[src/rtl/sdram_arbiter.sv]
// Three-port round-robin arbiter in front of a single-transaction SDRAM controller.
// Optional WAIT-state timeout abort is compiled in with `define SDRAM_ARB_TIMEOUT_EN.
module sdram_arbiter #(
  parameter int TIMEOUT_CYCLES = 16
) (
  input  logic        clk,
  input  logic        reset_n,
  input  logic [2:0]  req_valid,
  input  logic [2:0]  req_we,
  input  logic [71:0] req_addr,
  input  logic [47:0] req_wdata,
  output logic [2:0]  req_ack,
  output logic [2:0]  rsp_valid,
  output logic [15:0] rsp_rdata,
  output logic        rsp_err,
  output logic        busy,
  output logic        mem_wr_en,
  output logic        mem_rd_en,
  output logic [23:0] mem_address,
  output logic [15:0] mem_data_in,
  input  logic [15:0] mem_data_out,
  input  logic        mem_ready
);

  if (TIMEOUT_CYCLES < 2 || TIMEOUT_CYCLES > 255) begin : g_bad_tmo
    $error("sdram_arbiter: TIMEOUT_CYCLES must be in 2..255");
  end

  typedef enum logic [1:0] {IDLE, ISSUE, WAIT} state_t;
  typedef struct packed {
    logic        we;
    logic [23:0] addr;
    logic [15:0] wdata;
  } req_t;

  logic [2:0][23:0] addr_a;
  logic [2:0][15:0] wdata_a;
  assign addr_a  = req_addr;
  assign wdata_a = req_wdata;

  state_t      state, state_nxt;
  req_t        cur, cur_d;
  logic [1:0]  win, win_d, last_win, last_win_d, win_nxt, idx;
  logic        any_req, found, done, tmo, rsp_pend, rsp_pend_d;
  logic [2:0]  ack_d, rsp_valid_d;
  logic        wr_d, rd_d, busy_d;
  logic [15:0] rdata_d;

  // The captured request drives the memory bus directly, so it stays stable through WAIT.
  assign mem_address = cur.addr;
  assign mem_data_in = cur.wdata;
  assign any_req     = |req_valid;
  assign done        = (state == WAIT) && (mem_ready || tmo);

  // Round-robin search starting just after the last completed winner.
  always_comb begin
    win_nxt = last_win;
    idx     = last_win;
    found   = 1'b0;
    for (int k = 0; k < 3; k++) begin
      idx = (idx == 2'd2) ? 2'd0 : idx + 2'd1;
      if (!found && req_valid[idx]) begin
        win_nxt = idx;
        found   = 1'b1;
      end
    end
  end

  always_comb begin
    state_nxt = state;
    case (state)
      IDLE:    if (any_req) state_nxt = ISSUE;
      ISSUE:   state_nxt = WAIT;
      WAIT:    if (done) state_nxt = IDLE;
      default: state_nxt = IDLE;
    endcase
  end

  always_comb begin
    cur_d       = cur;
    win_d       = win;
    last_win_d  = last_win;
    ack_d       = '0;
    wr_d        = 1'b0;
    rd_d        = 1'b0;
    rdata_d     = rsp_rdata;
    rsp_pend_d  = 1'b0;
    rsp_valid_d = rsp_pend ? (3'b001 << last_win) : 3'b000;
    busy_d      = (state_nxt != IDLE);
    case (state)
      IDLE: if (any_req) begin
        win_d = win_nxt;
        cur_d = '{we: req_we[win_nxt], addr: addr_a[win_nxt], wdata: wdata_a[win_nxt]};
      end
      ISSUE: begin
        ack_d = 3'b001 << win;
        wr_d  = cur.we;
        rd_d  = !cur.we;
      end
      WAIT: if (done) begin
        rdata_d    = (cur.we || tmo) ? 16'h0 : mem_data_out;
        last_win_d = win;
        rsp_pend_d = 1'b1;
      end
      default: ;
    endcase
  end

  always_ff @(posedge clk or negedge reset_n) begin
    if (!reset_n) begin
      state     <= IDLE;
      cur       <= '0;
      win       <= 2'd0;
      last_win  <= 2'd2;
      rsp_pend  <= 1'b0;
      req_ack   <= '0;
      rsp_valid <= '0;
      rsp_rdata <= '0;
      busy      <= 1'b0;
      mem_wr_en <= 1'b0;
      mem_rd_en <= 1'b0;
    end else begin
      state     <= state_nxt;
      cur       <= cur_d;
      win       <= win_d;
      last_win  <= last_win_d;
      rsp_pend  <= rsp_pend_d;
      req_ack   <= ack_d;
      rsp_valid <= rsp_valid_d;
      rsp_rdata <= rdata_d;
      busy      <= busy_d;
      mem_wr_en <= wr_d;
      mem_rd_en <= rd_d;
    end
  end

`ifdef SDRAM_ARB_TIMEOUT_EN
  logic [7:0] wait_cnt;
  logic       err_d;

  // wait_cnt holds the number of WAIT cycles already elapsed before the current one.
  always_ff @(posedge clk or negedge reset_n) begin
    if (!reset_n)                   wait_cnt <= '0;
    else if (state == WAIT && !done) wait_cnt <= wait_cnt + 8'd1;
    else                            wait_cnt <= '0;
  end

  assign tmo   = (state == WAIT) && !mem_ready && (wait_cnt == 8'(TIMEOUT_CYCLES - 1));
  assign err_d = done ? tmo : rsp_err;

  always_ff @(posedge clk or negedge reset_n) begin
    if (!reset_n) rsp_err <= 1'b0;
    else          rsp_err <= err_d;
  end
`else
  assign tmo     = 1'b0;
  assign rsp_err = 1'b0;
`endif

endmodule

[config.mk]
export PLATFORM = sky130hd
export DESIGN_NAME = sdram_arbiter
export DESIGN_NICKNAME = d
export VERILOG_FILES = /design/src/rtl/sdram_arbiter.sv
export SDC_FILE = /design/constraint.sdc
export NUM_CORES = 1
export LEC_CHECK = 0
export CORE_MARGIN = 2
export CORE_UTILIZATION = 35
export DETAILED_ROUTE_END_ITERATION = 16
export GPL_ROUTABILITY_DRIVEN = 0
export HOLD_SLACK_MARGIN = 0.05
export PLACE_DENSITY = 0.65
export SETUP_SLACK_MARGIN = 0.15
export SYNTH_ARGS = -nofsm -noshare
export SYNTH_HDL_FRONTEND = slang
export SYNTH_SLANG_ARGS = --single-unit
export TNS_END_PERCENT = 50
[constraint.sdc]
create_clock -name clk -period 4.46 [get_ports clk]
set_input_delay 0.892 -clock clk [delete_from_list [all_inputs] [get_ports clk]]
set_output_delay 0.892 -clock clk [all_outputs]
set_load 0.03 [all_outputs]
**Run 1: I/O nets highlighted**

Drawn at 2 px/um.
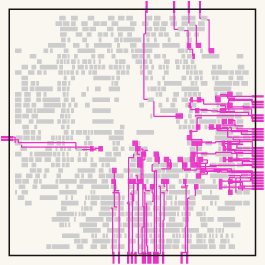
| color | port | bits | direction | edge | end cells | buffers | wire |
|---|---|---|---|---|---|---|---|
| magenta | req_wdata | 48 | input | 27 east, 15 south, 4 north, 2 west | 64 | 48 | 1700 um |
PortBufs: 209
I/O pin count: 211

**Run 1: placed standard cells**

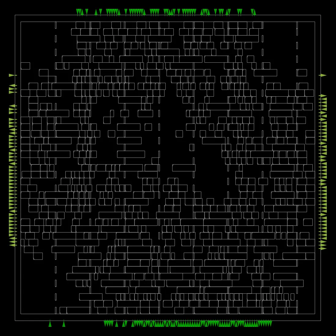
final core occ: 0.5104
# fillers: 1339

==> impl_metrics.tcl, run 1 <==
# place-and-route summary
set metrics [dict create \
    status "finished, final reports clean" \
    yosysTopAreaCell "dfrtp_1" \
    grt_use_met1 0.2683 \
    powerDensity_nw_per_um2 658.6 \
    leakage_nw 2.858 \
    coreArea_sq_um 13770 \
    simple_gate_area_frac 0.1627 \
    antenna-diode-count 0 \
    syn_area_per_cell_sq_um 8.163 \
    critPathSlowestCell "a21oi_4" \
    hold_viol_final 0 \
    clk_share 0.04824 \
    worstHoldStart "rsp_rdata[12]" \
    muxShareOfSynthArea 0 \
    sh_seq_area 0.2601 \
    antenna_found_initial 0 \
    ant_nets 0 \
    first_pass_iters 4 \
    cts_root_buf "clkbuf_16" \
    fin_cells 912 \
    tightest_slew_ns 1.188 \
    crit_start "req_valid[1]" \
    drc 0 \
    whs_ns 0.4857 \
    pwr-share-comb 0.567 \
    clock_sinks 73 \
    ys_area_sq_um 4906 \
    cts_buffers 9 \
    synth.logic.top_family "AND-OR/OR-AND gates" \
    ys_warn_count 0 \
    pg_comb_mw 2.62 \
    p_int_mw 2.582 \
    power.total_mw 4.629 \
    cts_hold_buf 0 \
    switching_share 0.4422 \
    grt_pass1_wl_mm 25.00 \
    flops 73 \
    crit_fanout 42 \
    area_growth_pct 43.28 \
    cts_tree "yes" \
    die-area_sq_um 14980 \
    clockBufferDepth 2 \
    cp_top_family "AND-OR/OR-AND gates" \
    fin_area_sq_um 7029 \
    post_cts_buffers 0 \
    r2r-end "mem_data_in[15]" \
    crit_path_cell_trace "buf_2 -> nand2_1 -> a21oi_4 -> o21ai_0 -> a21oi_1" \
    ys_cells 601 \
    area_leaders "dfrtp_1, nand2b_1, a21oi_1, buf_4, nand2_1" \
    ys.flops 73 \
    max_freq_ghz 0.3588 \
    clock_latency_ns 0.33 \
    grt_max_degree 74 \
    ys_top_cells_by_count "nand2_1, dfrtp_1, a21oi_1" \
    p_sw_mw 2.047 \
    r2r_cells 6 \
    seq_area_sq_um 1828 \
    yosysUniqueCellTypes 36 \
    pre_cts_ws_ns 1.326 \
    lay_top_count "clkdlybuf4s50_1" \
    drive_above_1_share 0.04372 \
    vias 4909 \
    largest_reg_flops 24 \
    critPathLaunchType "input pin" \
    route.met2.wl_mm 7.940 \
    critPathArrivalTime_ns 3.04 \
    routed_via_density 5.383 \
]
**Run 1: ports around the boundary**

Drawn at 4 px/um. Pins as bars across the die edge, other pins in gray.
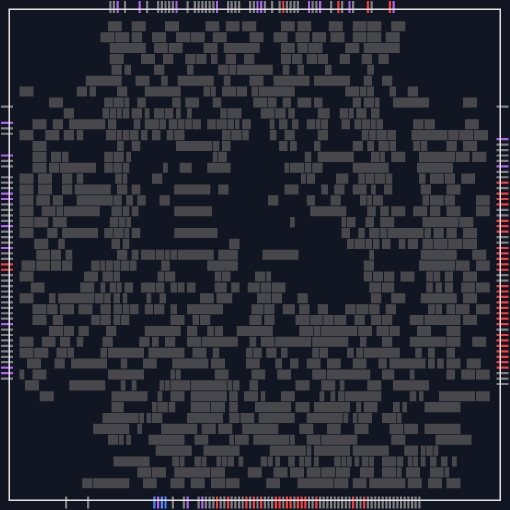
| color | port | pins | direction | edge |
|---|---|---|---|---|
| red | req_wdata | 48 | input | 27 east, 15 south, 4 north, 2 west |
| purple | mem_address | 24 | output | 10 north, 9 west, 3 south, 2 east |
| blue | rsp_valid | 3 | output | south |
all pins by edge: 70 south, 49 north, 47 east, 45 west
Die Span Y: 122.4 um
die width: 122.4 um

**Run 1: wiring by layer**

Drawn at 2 px/um. Two of the layers only.
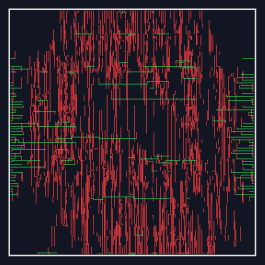
| color | layer | wire length |
|---|---|---|
| red | met2 | 7940 um |
| green | met3 | 936 um |
WL final: 15.98 mm
total track usage: 0.2120
routed len/inst: 17.52 um

==> run 2, diff against run 1 <==
Clock period 4.46 ns to 2.9 ns, I/O delays scaled along.
**Run 2: wiring by layer**

Drawn at 2 px/um. Two of the layers only.
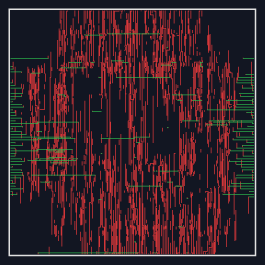
| color | layer | wire length |
|---|---|---|
| red | met2 | 8100 um |
| green | met3 | 999 um |
WL final: 16.54 mm
total track usage: 0.2194

**Run 2: signal wires on met2**

Drawn at 4 px/um.
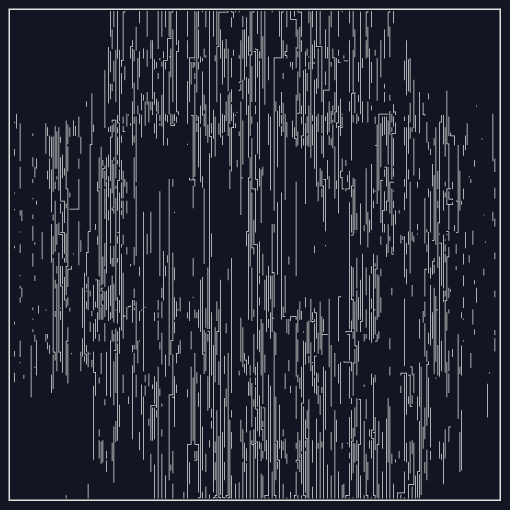
share of all routed wire: 49%
longest straight run: 53.7 um
via count: 5069
met2 usage: 0.3642

==> run 2 against run 1 <==
Against the previous run: global-route usage rose by 0.75 points; non-clock buffer count rose by 10; sequential power rose by 54%; flip-flop count did not move; die size did not move; setup slack got worse by 1.1 ns; first-iteration DRC count rose by 15%; synthesized area did not move; worst hold slack got worse by 0.10 ns; critical path depth rose by 1; core utilization rose by 0.27 points; clock skew fell by 0.00089 ns.
==> impl_metrics.tcl, run 2 <==
# place-and-route summary
set metrics [dict create \
    first_pass_iters 5 \
    switching_share 0.4575 \
    grt_max_degree 74 \
    p_int_mw 3.831 \
    whs_ns 0.3841 \
    drive_above_1_share 0.05660 \
    pg_comb_mw 4.15 \
    clock_latency_ns 0.34 \
    clk_share 0.04090 \
    ys_top_cells_by_count "nand2_1, dfrtp_1, a21oi_1" \
    routed_via_density 5.498 \
    powerDensity_nw_per_um2 999.2 \
    status "finished, final reports clean" \
    lay_top_count "clkdlybuf4s50_1" \
    leakage_nw 2.879 \
    nFillCells 1349 \
    antenna-diode-count 0 \
    cts_hold_buf 0 \
    critPathLaunchType "register" \
    wl_per_cell_um 17.93 \
    synth.logic.top_family "AND-OR/OR-AND gates" \
    ys.flops 73 \
    ys_area_sq_um 4906 \
    yosysTopAreaCell "dfrtp_1" \
    grt_pass1_wl_mm 25.69 \
    pin_count 211 \
    seq_area_sq_um 1828 \
    critPathSlowestCell "dfstp_2" \
    clockBufferDepth 2 \
    area_growth_pct 44.04 \
    largest_reg_flops 24 \
    pwr-share-comb 0.587 \
    pre_cts_ws_ns 0.4440 \
    utilization 0.5131 \
    route.met2.wl_mm 8.100 \
    antenna_found_initial 0 \
    sh_seq_area 0.2587 \
    fin_area_sq_um 7067 \
    flops 73 \
    crit_path_cell_trace "buf_4 -> o21ai_0 -> and4_1 -> buf_4 -> a22oi_1 -> o21ai_1" \
    r2r-end "mem_address[8]" \
    critPathArrivalTime_ns 2.59 \
    die_w_um 122.4 \
    crit_fanout 25 \
    clock_sinks 73 \
]
==> run 3, diff against run 2 <==
Settings changed: PLACE_DENSITY 0.65 to 0.68.
Clock period 2.9 ns to 1.9 ns, I/O delays scaled along.
**Run 3: signal wires on met2**

Drawn at 4 px/um.
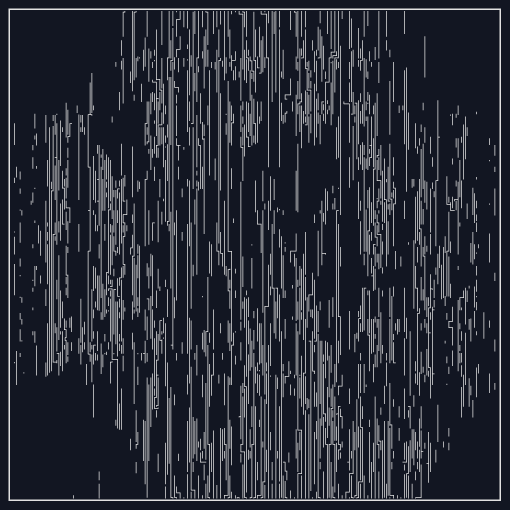
longest straight run: 71.7 um
main direction: vertical
nets with wire on the layer: 764
share of all routed wire: 50%
WL final: 16.88 mm
via count: 5115
met2 usage: 0.3872

**Run 3: placed standard cells**

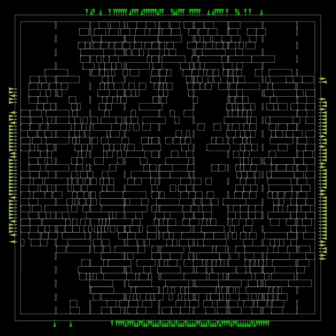
Core ar.: 13770 sq um
final core occ: 0.5294
Tap Count: 180

==> run 3 against run 2 <==
Against the previous run: clock-buffer cell count unchanged; worst hold slack better by 0.097 ns; critical endpoint is now rsp_rdata[5]; setup slack worse by 0.37 ns; critical path type is now register to output pin; clock skew up 0.00086 ns; combinational power up 57%; clock power up 58%; flip-flop count unchanged; sequential power up 48%; wire length up 2.1%.
==> impl_metrics.tcl, run 3 <==
# place-and-route summary
set metrics [dict create \
    crit_fanout 2 \
    route.met2.wl_mm 8.430 \
    port_buffers 209 \
    p_sw_mw 4.921 \
    largest_reg_flops 24 \
    crit_start "rsp_rdata[5]" \
    grt_use_met1 0.2809 \
    antenna-diode-count 0 \
    pre_cts_ws_ns -0.09689 \
    ys_cells 601 \
    ant_nets 0 \
    simple_gate_area_frac 0.1627 \
    cts_tree "yes" \
    pin_count 211 \
    yosysUniqueCellTypes 36 \
    cts_root_buf "clkbuf_16" \
    ys_area_sq_um 4906 \
    sh_seq_area 0.2507 \
    power.total_mw 10.93 \
    fin_area_sq_um 7292 \
    p_int_mw 6.014 \
    synth.logic.top_family "AND-OR/OR-AND gates" \
    r2r-start "last_win[0]" \
    cts_buffers 9 \
    status "finished, final reports clean" \
    nFillCells 1336 \
    grt_usage 0.2232 \
    area_growth_pct 48.64 \
    crit_path_cell_trace "clkdlybuf4s50_1" \
    post_cts_buffers 0 \
    critPathLaunchType "register" \
    r2r-end "mem_data_in[8]" \
    worstHoldStart "rsp_rdata[8]" \
    yosysTopAreaCell "dfrtp_1" \
    die-area_sq_um 14980 \
    clock_sinks 73 \
    lay_top_count "clkdlybuf4s50_1" \
    drc 0 \
    routed_via_density 5.465 \
    synth_nets 746 \
    max_freq_ghz 0.5726 \
    die_w_um 122.4 \
    clockBufferDepth 2 \
    wl_per_cell_um 18.03 \
    antenna_found_initial 0 \
    ys_warn_count 0 \
    tightest_slew_ns 0.7055 \
    switching_share 0.4500 \
    syn_area_per_cell_sq_um 8.163 \
    clock_latency_ns 0.34 \
    leakage_nw 3.250 \
    flops 73 \
    clk_share 0.04067 \
    ys.flops 73 \
    die_h_um 122.4 \
    drive_above_1_share 0.07275 \
    ys_top_cells_by_count "nand2_1, dfrtp_1, a21oi_1" \
    first_pass_iters 5 \
    r2r_cells 5 \
    cts_hold_buf 1 \
    whs_ns 0.4810 \
    area_leaders "dfrtp_1, nand2b_1, a21oi_1, buf_4, nand2_1" \
    critPathArrivalTime_ns 1.37 \
]
Power is estimated from default activity; no workload was simulated.
